### Signal metal coverage by tile

The bar under the picture is 20 um long. 21 x 21 tiles, from dark blue (low) to red (high), scaled to the fullest tile. Values are wire area over tile area, all layers added.
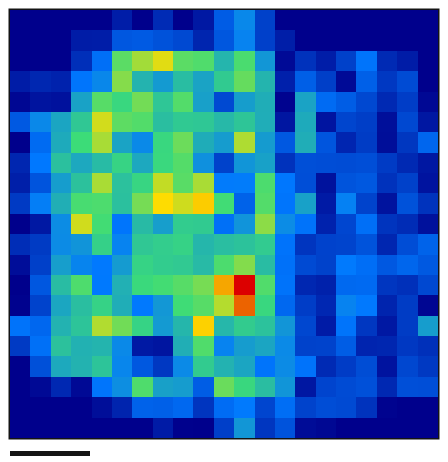
### Routing congestion

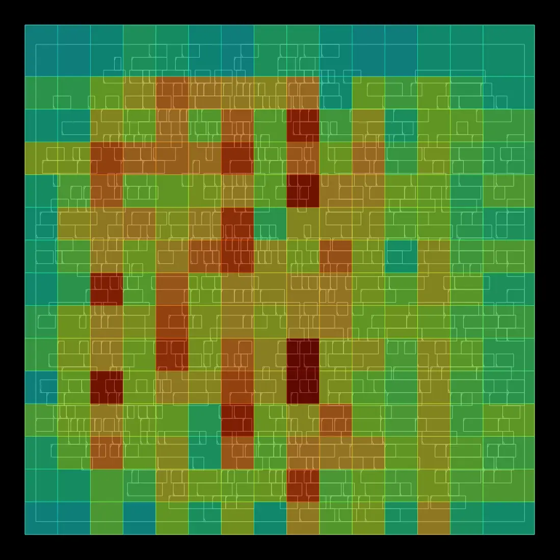
### Placed cells, one colour a class

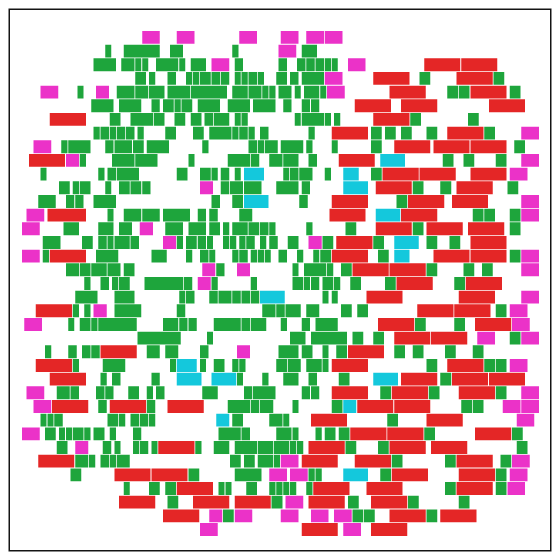
<file path="src/rtl/ntt_pkg.sv">
// Shared types and constants for the NTT sequencer: FSM states, algorithm codes,
// layer counts and default memory/butterfly latencies.
package ntt_pkg;

  typedef enum logic [1:0] {
    IDLE,
    ISSUE,
    DRAIN,
    DONE
  } state_t;

  localparam logic ALGO_KYBER     = 1'b0;
  localparam logic ALGO_DILITHIUM = 1'b1;

  localparam int unsigned N = 256;

  localparam int unsigned LAYERS_KYBER     = 7;
  localparam int unsigned LAYERS_DILITHIUM = 8;

  localparam int unsigned RAM_LAT = 1;
  localparam int unsigned BFU_LAT = 4;

  function automatic logic [2:0] last_layer(input logic algo);
    return (algo == ALGO_DILITHIUM) ? 3'(LAYERS_DILITHIUM - 1) : 3'(LAYERS_KYBER - 1);
  endfunction

endpackage

</file>
<file path="src/rtl/ntt_addr_gen.sv">
// Combinational butterfly address pair (j, j+len) and twiddle ROM index
// for issue slot i of layer l, forward or inverse, Kyber or Dilithium.
module ntt_addr_gen (
  input  logic [6:0] i,
  input  logic [2:0] l,
  input  logic       intt,
  input  logic       algo,
  output logic [7:0] addr_a,
  output logic [7:0] addr_b,
  output logic [7:0] tw_idx
);
  import ntt_pkg::*;

  logic [3:0] s;
  logic [7:0] len;
  logic [7:0] mask;
  logic [7:0] i8;
  logic [7:0] blk;
  logic [8:0] inv_base;

  always_comb begin
    s        = '0;
    len      = '0;
    mask     = '0;
    i8       = {1'b0, i};
    blk      = '0;
    inv_base = '0;
    addr_a   = '0;
    addr_b   = '0;
    tw_idx   = '0;

    // Kyber INTT starts at len=2, hence the extra shift.
    if (intt) s = (algo == ALGO_DILITHIUM) ? {1'b0, l} : ({1'b0, l} + 4'd1);
    else      s = 4'd7 - {1'b0, l};

    len    = 8'd1 << s;
    mask   = len - 8'd1;
    addr_a = ((i8 & ~mask) << 1) | (i8 & mask);
    addr_b = addr_a + len;
    blk    = i8 >> s;

    if (!intt) begin
      tw_idx = (8'd1 << l) + blk;
    end else begin
      inv_base = ((algo == ALGO_DILITHIUM) ? 9'd256 : 9'd128) >> l;
      tw_idx   = 8'(inv_base - 9'd1 - {1'b0, blk});
    end
  end

endmodule

</file>
<file path="src/rtl/ntt_ctrl.sv">
// Forward/inverse NTT sequencer: issues 128 butterfly pairs per layer, delays
// write-back by RAM_LAT+BFU_LAT, drains between layers. NTT_CTRL_PERF_CNT_EN adds o_cycles.
module ntt_ctrl #(
  parameter int unsigned RAM_LAT = ntt_pkg::RAM_LAT,
  parameter int unsigned BFU_LAT = ntt_pkg::BFU_LAT
) (
  input  logic        i_clk,
  input  logic        i_rst_n,
  input  logic        i_start,
  input  logic        i_intt,
  input  logic        i_algo,
  output logic        o_busy,
  output logic        o_done,
  output logic        o_rd_en,
  output logic [7:0]  o_rd_addr_a,
  output logic [7:0]  o_rd_addr_b,
  output logic [7:0]  o_tw_idx,
  output logic        o_wr_en,
  output logic [7:0]  o_wr_addr_a,
  output logic [7:0]  o_wr_addr_b,
  output logic        o_bfu_intt,
  output logic        o_bfu_algo
`ifdef NTT_CTRL_PERF_CNT_EN
  , output logic [15:0] o_cycles
`endif
);
  import ntt_pkg::*;

  localparam int unsigned DLY = RAM_LAT + BFU_LAT;

  state_t     state_q, state_d;
  logic [6:0] i_q;
  logic [2:0] l_q;
  logic       intt_q, algo_q;
  logic       issue, accept, pipe_busy;
  logic [7:0] ga, gb, gtw;

  logic [DLY-1:0] wv_q;
  logic [7:0]     wa_q [DLY];
  logic [7:0]     wb_q [DLY];

  ntt_addr_gen u_addr_gen (
    .i      (i_q),
    .l      (l_q),
    .intt   (intt_q),
    .algo   (algo_q),
    .addr_a (ga),
    .addr_b (gb),
    .tw_idx (gtw)
  );

  assign issue  = (state_q == ISSUE);
  assign accept = (state_q == IDLE) && i_start;
  // The entry in the last stage is written this cycle, so only earlier stages block.
  assign pipe_busy = |wv_q[DLY-2:0];

  always_ff @(posedge i_clk) begin
    if (!i_rst_n) state_q <= IDLE;
    else          state_q <= state_d;
  end

  always_comb begin
    state_d     = state_q;
    o_busy      = (state_q != IDLE);
    o_done      = (state_q == DONE);
    o_rd_en     = issue;
    o_rd_addr_a = issue ? ga  : '0;
    o_rd_addr_b = issue ? gb  : '0;
    o_tw_idx    = issue ? gtw : '0;
    unique case (state_q)
      IDLE:    if (i_start) state_d = ISSUE;
      ISSUE:   if (i_q == 7'd127) state_d = DRAIN;
      DRAIN:   if (!pipe_busy) state_d = (l_q == last_layer(algo_q)) ? DONE : ISSUE;
      DONE:    state_d = IDLE;
      default: state_d = IDLE;
    endcase
  end

  always_ff @(posedge i_clk) begin
    if (!i_rst_n) begin
      i_q    <= '0;
      l_q    <= '0;
      intt_q <= 1'b0;
      algo_q <= 1'b0;
    end else begin
      if (accept) begin
        i_q    <= '0;
        l_q    <= '0;
        intt_q <= i_intt;
        algo_q <= i_algo;
      end
      if (issue) i_q <= i_q + 7'd1;
      if (state_q == DRAIN && !pipe_busy) l_q <= l_q + 3'd1;
    end
  end

  always_ff @(posedge i_clk) begin
    if (!i_rst_n) begin
      wv_q <= '0;
      for (int unsigned k = 0; k < DLY; k++) begin
        wa_q[k] <= '0;
        wb_q[k] <= '0;
      end
    end else begin
      wv_q    <= {wv_q[DLY-2:0], issue};
      wa_q[0] <= ga;
      wb_q[0] <= gb;
      for (int unsigned k = 1; k < DLY; k++) begin
        wa_q[k] <= wa_q[k-1];
        wb_q[k] <= wb_q[k-1];
      end
    end
  end

  assign o_wr_en     = wv_q[DLY-1];
  assign o_wr_addr_a = wv_q[DLY-1] ? wa_q[DLY-1] : '0;
  assign o_wr_addr_b = wv_q[DLY-1] ? wb_q[DLY-1] : '0;
  assign o_bfu_intt  = intt_q;
  assign o_bfu_algo  = algo_q;

`ifdef NTT_CTRL_PERF_CNT_EN
  logic [15:0] cyc_q;

  always_ff @(posedge i_clk) begin
    if (!i_rst_n)              cyc_q <= '0;
    else if (accept)           cyc_q <= '0;
    else if (state_q != IDLE)  cyc_q <= cyc_q + 16'd1;
  end

  assign o_cycles = cyc_q;
`endif

endmodule

</file>
<file path="config.mk">
export PLATFORM = sky130hd
export DESIGN_NAME = ntt_ctrl
export DESIGN_NICKNAME = d
export VERILOG_FILES = /design/src/rtl/ntt_pkg.sv /design/src/rtl/ntt_addr_gen.sv /design/src/rtl/ntt_ctrl.sv
export SDC_FILE = /design/constraint.sdc
export NUM_CORES = 1
export LEC_CHECK = 0
export ABC_CLOCK_PERIOD_IN_PS = 6990
export CORE_MARGIN = 2
export CORE_UTILIZATION = 46
export DETAILED_ROUTE_END_ITERATION = 16
export MAX_ROUTING_LAYER = met4
export PLACE_DENSITY = 0.67
export SLEW_MARGIN = 20
export SYNTH_ARGS = -nofsm -noshare
export SYNTH_HDL_FRONTEND = slang
export SYNTH_SLANG_ARGS = --single-unit
</file>
<file path="constraint.sdc">
create_clock -name i_clk -period 6.99 [get_ports i_clk]
set_input_delay 1.7475 -clock i_clk [delete_from_list [all_inputs] [get_ports i_clk]]
set_output_delay 1.7475 -clock i_clk [all_outputs]
set_load 0.005 [all_outputs]
</file>
==> Changelog: implementation <==
### Metrics

- Outcome: completed
- Worst path max stage delay: about 520 ps
- Pleak: around 2.4 nW
- Vias in the first global route: around 3800
- Mapped Area: just under 5000 sq um
- FFs w/ async S/R, synth: 0%
- Aoi share: between 10% and 20%
- Final WS setup: around 350 ps
- Top cells, area: dfxtp_1 40%, and2_1 12%, ha_1 7.6%
- Latency at later pin: 360 ps
- 1st-iter DRT viols: ~200
- Yosys top cell by area: dfxtp_1
- R2R Setup Slk: roughly 2900 ps
- EDFF count, synth: 0
- Reg2reg end: wb_q[0][7]
- Synth top area share: about two fifths
- Max Clock Freq: around 150 MHz
- Die height: approximately 110 um
- Sequential share of power: between 50% and 60%
- Hold Crit Start: wa_q[0][31]
- Area Overhead vs Synth: 17.18%
- Adder-cell share of the synthesized area: a little under 9%
- Dominant logic cell type in the layout: dfxtp_1
- Clock Tree Root: clkbuf_8
- Die area: between 10000 and 15000 sq um
- Synth Register Bits: 99
- Inst Count DP: ~740
- Antenna Cells: 0
- Switching pwr: roughly 270 uW
- CTS buffer count: 9
Back to the opening pictures, 'Signal metal coverage by tile':
The emptiest ninth of the die: top right. 12% of the tiles are over half the peak. 14% of the tiles are nearly empty.
vias: 3884
final wirelength: 10580 um
GRT Util Overall: 19.73%
wire per inst: 13.91 um

Back to the opening pictures, 'Routing congestion':
GR Util met2: 31.83%
met3 GRT Util: 3.814%
GR Util met1: 24.86%
GR peak layer: met2
final core utilization: 55.63%

Back to the opening pictures, 'Placed cells, one colour a class':
Key: magenta = remaining buffers and delay cells [cells 63, share of their area 11%]; green = remaining logic cells [cells 447, share of their area 50%]; red = registers [cells 99, share of their area 35%]; cyan = clock drivers and dummy loads [cells 16, share of their area 3.4%]

==> power by group through the flow <==
stage               logic, mW  registers, mW  clock network, mW
floorplan              0.0570          0.588                  0
global placement       0.0831          0.590                  0
detailed placement     0.0830          0.591                  0
CTS                    0.0835          0.577              0.373
global route           0.0945          0.579              0.400
finish                 0.0851          0.578              0.359
==> how the worst max path moves through the flow <==
stage / start / to / slack, ps / cells after the start
finish: l_q[0] / o_tw_idx[6] / 350 / 21
global route: l_q[0] / o_tw_idx[6] / -4 / 21
CTS: l_q[0] / o_tw_idx[6] / 20 / 19
detailed placement: l_q[0] / o_tw_idx[6] / 470 / 19
global placement: l_q[1] / o_rd_addr_b[7] / 550 / 18
floorplan: l_q[1] / o_rd_addr_b[7] / 1020 / 22
==> repair_timing <==
item                                    in CTS  in global routing
resized                                      0                  5
endpoints found under the setup margin       0                  3
setup buffers                                0                  4
==> layout make-up <==
class                           count  area share (%)
Clock buffer                       10           2.386
Clock inverter                      6          0.9542
Inverter                           37           2.407
Multi-Input combinational cell    410           46.56
Sequential cell                    99           34.37
Tap cell                          136           2.949
Timing Repair Buffer               63           10.37
==> flip-flops by register name (all words and copies together) (netlist names) <==
signal,count
i_q,7
l_q,3
o_bfu_algo,1
o_bfu_intt,1
state_q,2
wa_q,40
wb_q,40
wv_q,5
==> per-stage QoR <==
stage	setup TNS [ps]	cell area, sq um	hold WS [ps]	power [mW]
after global placement	0	5529	412.8	0.6733
after CTS	0	5722	435.5	1.034
after detailed placement	0	5529	417.7	0.6736
after floorplan	0	4923	411.9	0.6448
after global routing	-3.718	5769	449.7	1.074
final	0	5769	435.6	1.021
==> routing by layer <==
layer  up-vias  GRT usage [%]  wire length (um)
met2        92          31.83              5105
met1      1787          24.86              4770
met3        16          3.814               510
met5         -              -                 0
met4         0          6.868               196
li1       1989              -                 -
Power figures rest on the tool's default switching activity, not on a simulated workload.
